Fig. 1: track usage over the die
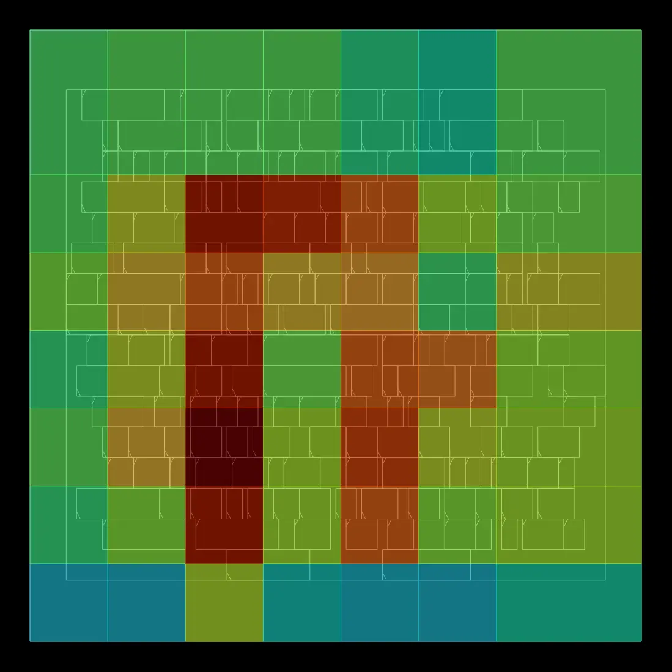
Fig. 2: met3 routing
Bar = 20 um.
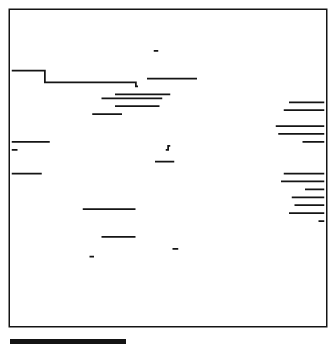
Fig. 3: selected gate families
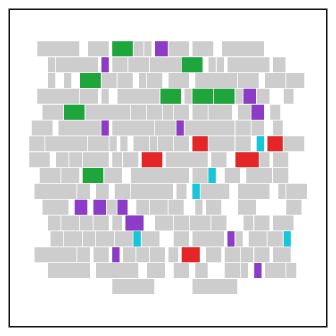
File: src/rtl/core_control_fsm.sv
`default_nettype none
// ============================================================================
//  Module   : core_control_fsm
//  Purpose  : Multi-cycle instruction sequencer for the Core101 RV32I
//             datapath (FETCH/DECODE/EXECUTE/MEM/WB) with memory handshake,
//             datapath strobes, illegal-opcode and memory-timeout trapping.
//  Revision : 1.0 - initial release
// ============================================================================
module core_control_fsm #(
    parameter int MEM_TIMEOUT = 16          // 2..255 cycles without mem_ready
) (
    input  logic       core_control_clock,
    input  logic       core_control_reset,
    input  logic       core_control_start,
    input  logic [6:0] core_control_opcode,
    input  logic       core_control_mem_ready,
    output logic       core_control_mem_req,
    output logic       core_control_mem_we,
    output logic       core_control_ir_load,
    output logic       core_control_pc_write,
    output logic       core_control_rf_write,
    output logic [1:0] core_control_wb_sel,
    output logic [3:0] core_control_state,
    output logic       core_control_busy,
    output logic       core_control_trap
);

    typedef enum logic [3:0] {
        S_HALT    = 4'd0,
        S_FETCH   = 4'd1,
        S_DECODE  = 4'd2,
        S_EXECUTE = 4'd3,
        S_MEM     = 4'd4,
        S_WB      = 4'd5,
        S_TRAP    = 4'd15
    } state_t;

    localparam logic [6:0] c_OP_LUI    = 7'b0110111;
    localparam logic [6:0] c_OP_AUIPC  = 7'b0010111;
    localparam logic [6:0] c_OP_JAL    = 7'b1101111;
    localparam logic [6:0] c_OP_JALR   = 7'b1100111;
    localparam logic [6:0] c_OP_BRANCH = 7'b1100011;
    localparam logic [6:0] c_OP_LOAD   = 7'b0000011;
    localparam logic [6:0] c_OP_STORE  = 7'b0100011;
    localparam logic [6:0] c_OP_IMM    = 7'b0010011;
    localparam logic [6:0] c_OP_OP     = 7'b0110011;

    localparam logic [1:0] c_WB_ALU = 2'b00;
    localparam logic [1:0] c_WB_MEM = 2'b01;
    localparam logic [1:0] c_WB_PC4 = 2'b10;

    // Last wait-cycle count before an unanswered request traps.
    localparam logic [7:0] c_TMO_LAST = 8'(MEM_TIMEOUT - 1);

    state_t     r_state;
    state_t     w_next;
    logic [6:0] r_opcode;
    logic [7:0] r_tmo_cnt;

    logic       w_mem_req;
    logic       w_mem_we;
    logic       w_ir_load;
    logic       w_pc_write;
    logic       w_rf_write;
    logic [1:0] w_wb_sel;
    logic       w_trap;
    logic       w_tmo_hit;

    function automatic logic f_is_legal(input logic [6:0] op);
        logic v;
        case (op)
            c_OP_LUI, c_OP_AUIPC, c_OP_JAL, c_OP_JALR, c_OP_BRANCH,
            c_OP_LOAD, c_OP_STORE, c_OP_IMM, c_OP_OP: v = 1'b1;
            default:                                  v = 1'b0;
        endcase
        return v;
    endfunction

    // Final wait cycle reached with the memory still silent.
    assign w_tmo_hit = (r_tmo_cnt == c_TMO_LAST) && !core_control_mem_ready;

    // State, latched opcode and memory wait counter.
    always_ff @(posedge core_control_clock) begin
        if (core_control_reset) begin
            r_state   <= S_HALT;
            r_opcode  <= 7'd0;
            r_tmo_cnt <= 8'd0;
        end else begin
            r_state <= w_next;
            if (r_state == S_DECODE) begin
                r_opcode <= core_control_opcode;
            end
            // Clear on entry to a memory-access state; count unanswered cycles.
            if ((w_next == S_FETCH || w_next == S_MEM) && (w_next != r_state)) begin
                r_tmo_cnt <= 8'd0;
            end else if (w_mem_req && !core_control_mem_ready) begin
                r_tmo_cnt <= r_tmo_cnt + 8'd1;
            end
        end
    end

    // Next-state and per-cycle strobe decode from state, opcode and mem_ready.
    always_comb begin
        w_next     = r_state;
        w_mem_req  = 1'b0;
        w_mem_we   = 1'b0;
        w_ir_load  = 1'b0;
        w_pc_write = 1'b0;
        w_rf_write = 1'b0;
        w_wb_sel   = c_WB_ALU;
        w_trap     = 1'b0;
        case (r_state)
            S_HALT: begin
                if (core_control_start) begin
                    w_next = S_FETCH;
                end
            end
            S_FETCH: begin
                w_mem_req = 1'b1;
                if (core_control_mem_ready) begin
                    w_ir_load = 1'b1;
                    w_next    = S_DECODE;
                end else if (w_tmo_hit) begin
                    w_next = S_TRAP;
                end
            end
            S_DECODE: begin
                w_next = f_is_legal(core_control_opcode) ? S_EXECUTE : S_TRAP;
            end
            S_EXECUTE: begin
                if (r_opcode == c_OP_LOAD || r_opcode == c_OP_STORE) begin
                    w_next = S_MEM;
                end else if (r_opcode == c_OP_BRANCH) begin
                    w_pc_write = 1'b1;
                    w_next     = S_FETCH;
                end else begin
                    w_next = S_WB;
                end
            end
            S_MEM: begin
                w_mem_req = 1'b1;
                w_mem_we  = (r_opcode == c_OP_STORE);
                if (core_control_mem_ready) begin
                    if (r_opcode == c_OP_STORE) begin
                        w_pc_write = 1'b1;
                        w_next     = S_FETCH;
                    end else begin
                        w_next = S_WB;
                    end
                end else if (w_tmo_hit) begin
                    w_next = S_TRAP;
                end
            end
            S_WB: begin
                w_rf_write = 1'b1;
                w_pc_write = 1'b1;
                if (r_opcode == c_OP_LOAD) begin
                    w_wb_sel = c_WB_MEM;
                end else if (r_opcode == c_OP_JAL || r_opcode == c_OP_JALR) begin
                    w_wb_sel = c_WB_PC4;
                end else begin
                    w_wb_sel = c_WB_ALU;
                end
                w_next = S_FETCH;
            end
            S_TRAP: begin
                w_trap = 1'b1;
                w_next = S_TRAP;
            end
            default: begin
                w_next = S_TRAP;
            end
        endcase
    end

    assign core_control_mem_req  = w_mem_req;
    assign core_control_mem_we   = w_mem_we;
    assign core_control_ir_load  = w_ir_load;
    assign core_control_pc_write = w_pc_write;
    assign core_control_rf_write = w_rf_write;
    assign core_control_wb_sel   = w_wb_sel;
    assign core_control_state    = r_state;
    assign core_control_busy     = (r_state != S_HALT) && (r_state != S_TRAP);
    assign core_control_trap     = w_trap;

endmodule
`default_nettype wire

File: config.mk
export PLATFORM = sky130hd
export DESIGN_NAME = core_control_fsm
export DESIGN_NICKNAME = d
export VERILOG_FILES = /design/src/rtl/core_control_fsm.sv
export SDC_FILE = /design/constraint.sdc
export NUM_CORES = 1
export LEC_CHECK = 0
export CAP_MARGIN = 30
export CORE_MARGIN = 3
export CORE_UTILIZATION = 50
export CTS_CLUSTER_DIAMETER = 30
export DETAILED_ROUTE_END_ITERATION = 6
export MAX_ROUTING_LAYER = met4
export PLACE_DENSITY = 0.81
export SLEW_MARGIN = 25
export SYNTH_ARGS = -nofsm -noshare
export SYNTH_HDL_FRONTEND = slang
export SYNTH_SLANG_ARGS = --single-unit
File: constraint.sdc
create_clock -name core_control_clock -period 2.8 [get_ports core_control_clock]
set_clock_uncertainty 0.2 [all_clocks]
set_input_delay 0.84 -clock core_control_clock [delete_from_list [all_inputs] [get_ports core_control_clock]]
set_output_delay 0.84 -clock core_control_clock [all_outputs]
set_load 0.02 [all_outputs]
==> impl_metrics.ini <==
; generated from flow reports
[run_status]
status = finished, final reports clean

[cells_and_area]
clkbuf_count = 3
flop-count = 19
antenna_cells = 0
clockNetworkAreaShare = 0.0169
seqCellArea_um2 = 383
layout_top_cell = buf_4

[pwr]
combPwrFrac = 0.684
leakagePower_nw = 0.692
seq_power_w = 0.000382
maxPowerGroup = combinational logic
clock_power_share = 0.086

[synth]
yosysUniqueCellTypes = 46
ys_cells = 132
ff_type = dfxtp_1
ys_sh_aoi = 0.144
netlist.area_leader.share = 0.327
synth_adder_area_share = 0.0107
avgSynthCellArea_um2 = 8.82
async_flop_share = 0
top_cells_by_area = dfxtp_1 33%, mux2i_1 6.9%, nor2_1 5.5%
xor_area_frac = 0.0677

[cts]
cts_tree = built
cts.reportedPaths.clkPinSlew_ns = 0.12
cts_buffer_depth = 2
clk_latency_ns = 0.31

[place]
placed_cells = 201
place_congestion = 0.913

[global_routing]
first_global_vias = 1142
use_met1 = 0.283
grt_pass1_wl_um = 4950
grt.overflow.total = 0

[detailed_routing]
drc = 0
drt_iter0_drc = 31

[die]
dieArea_um2 = 2940
fp.dieH_um = 54.3

[timing]
hold_slack_ns = 0.308
period_used_share = 0.978

[setup_path]
r2r_end = r_tmo_cnt[4]
crit_path_frequent_cell = inv_1
Notes on Fig. 1 above:
met2 Usage GRT: 0.408
wire per inst: 15.1 um

Notes on Fig. 2 above:
- share of all routed wire: 5.1%
- nets with wire on the layer: 24

Notes on Fig. 3 above:
- nand cells: purple (cells 13)
- inv cells: cyan (cells 5)
- non-inverting ao/oa cells: red (cells 5)
- mux cells: green (cells 8)

==> worst max path at each step <==
stage                                        end  slack, ns  depth (start not counted)                    from
after global placement      core_control_ir_load      -0.36                          4  core_control_mem_ready
after detailed placement    core_control_ir_load      -0.38                          4  core_control_mem_ready
after floorplan           core_control_wb_sel[1]       0.04                          5   core_control_state[0]
after global routing                r_tmo_cnt[4]      -0.04                          8  core_control_mem_ready
final                      core_control_rf_write       0.06                          4   core_control_state[0]
after CTS                           r_tmo_cnt[7]      0.007                          8  core_control_mem_ready
==> critical path, delay by kind of cell, from the launching register on <==
kind	cells	cell delay [ns]
simple gates	1	0.55
buf+inv	3	0.46
flops	1	0.38
==> registers in the layout, summed over array words and instances (netlist names) <==
name / cells
r_opcode: 7
r_tmo_cnt: 8
core_control_state: 4
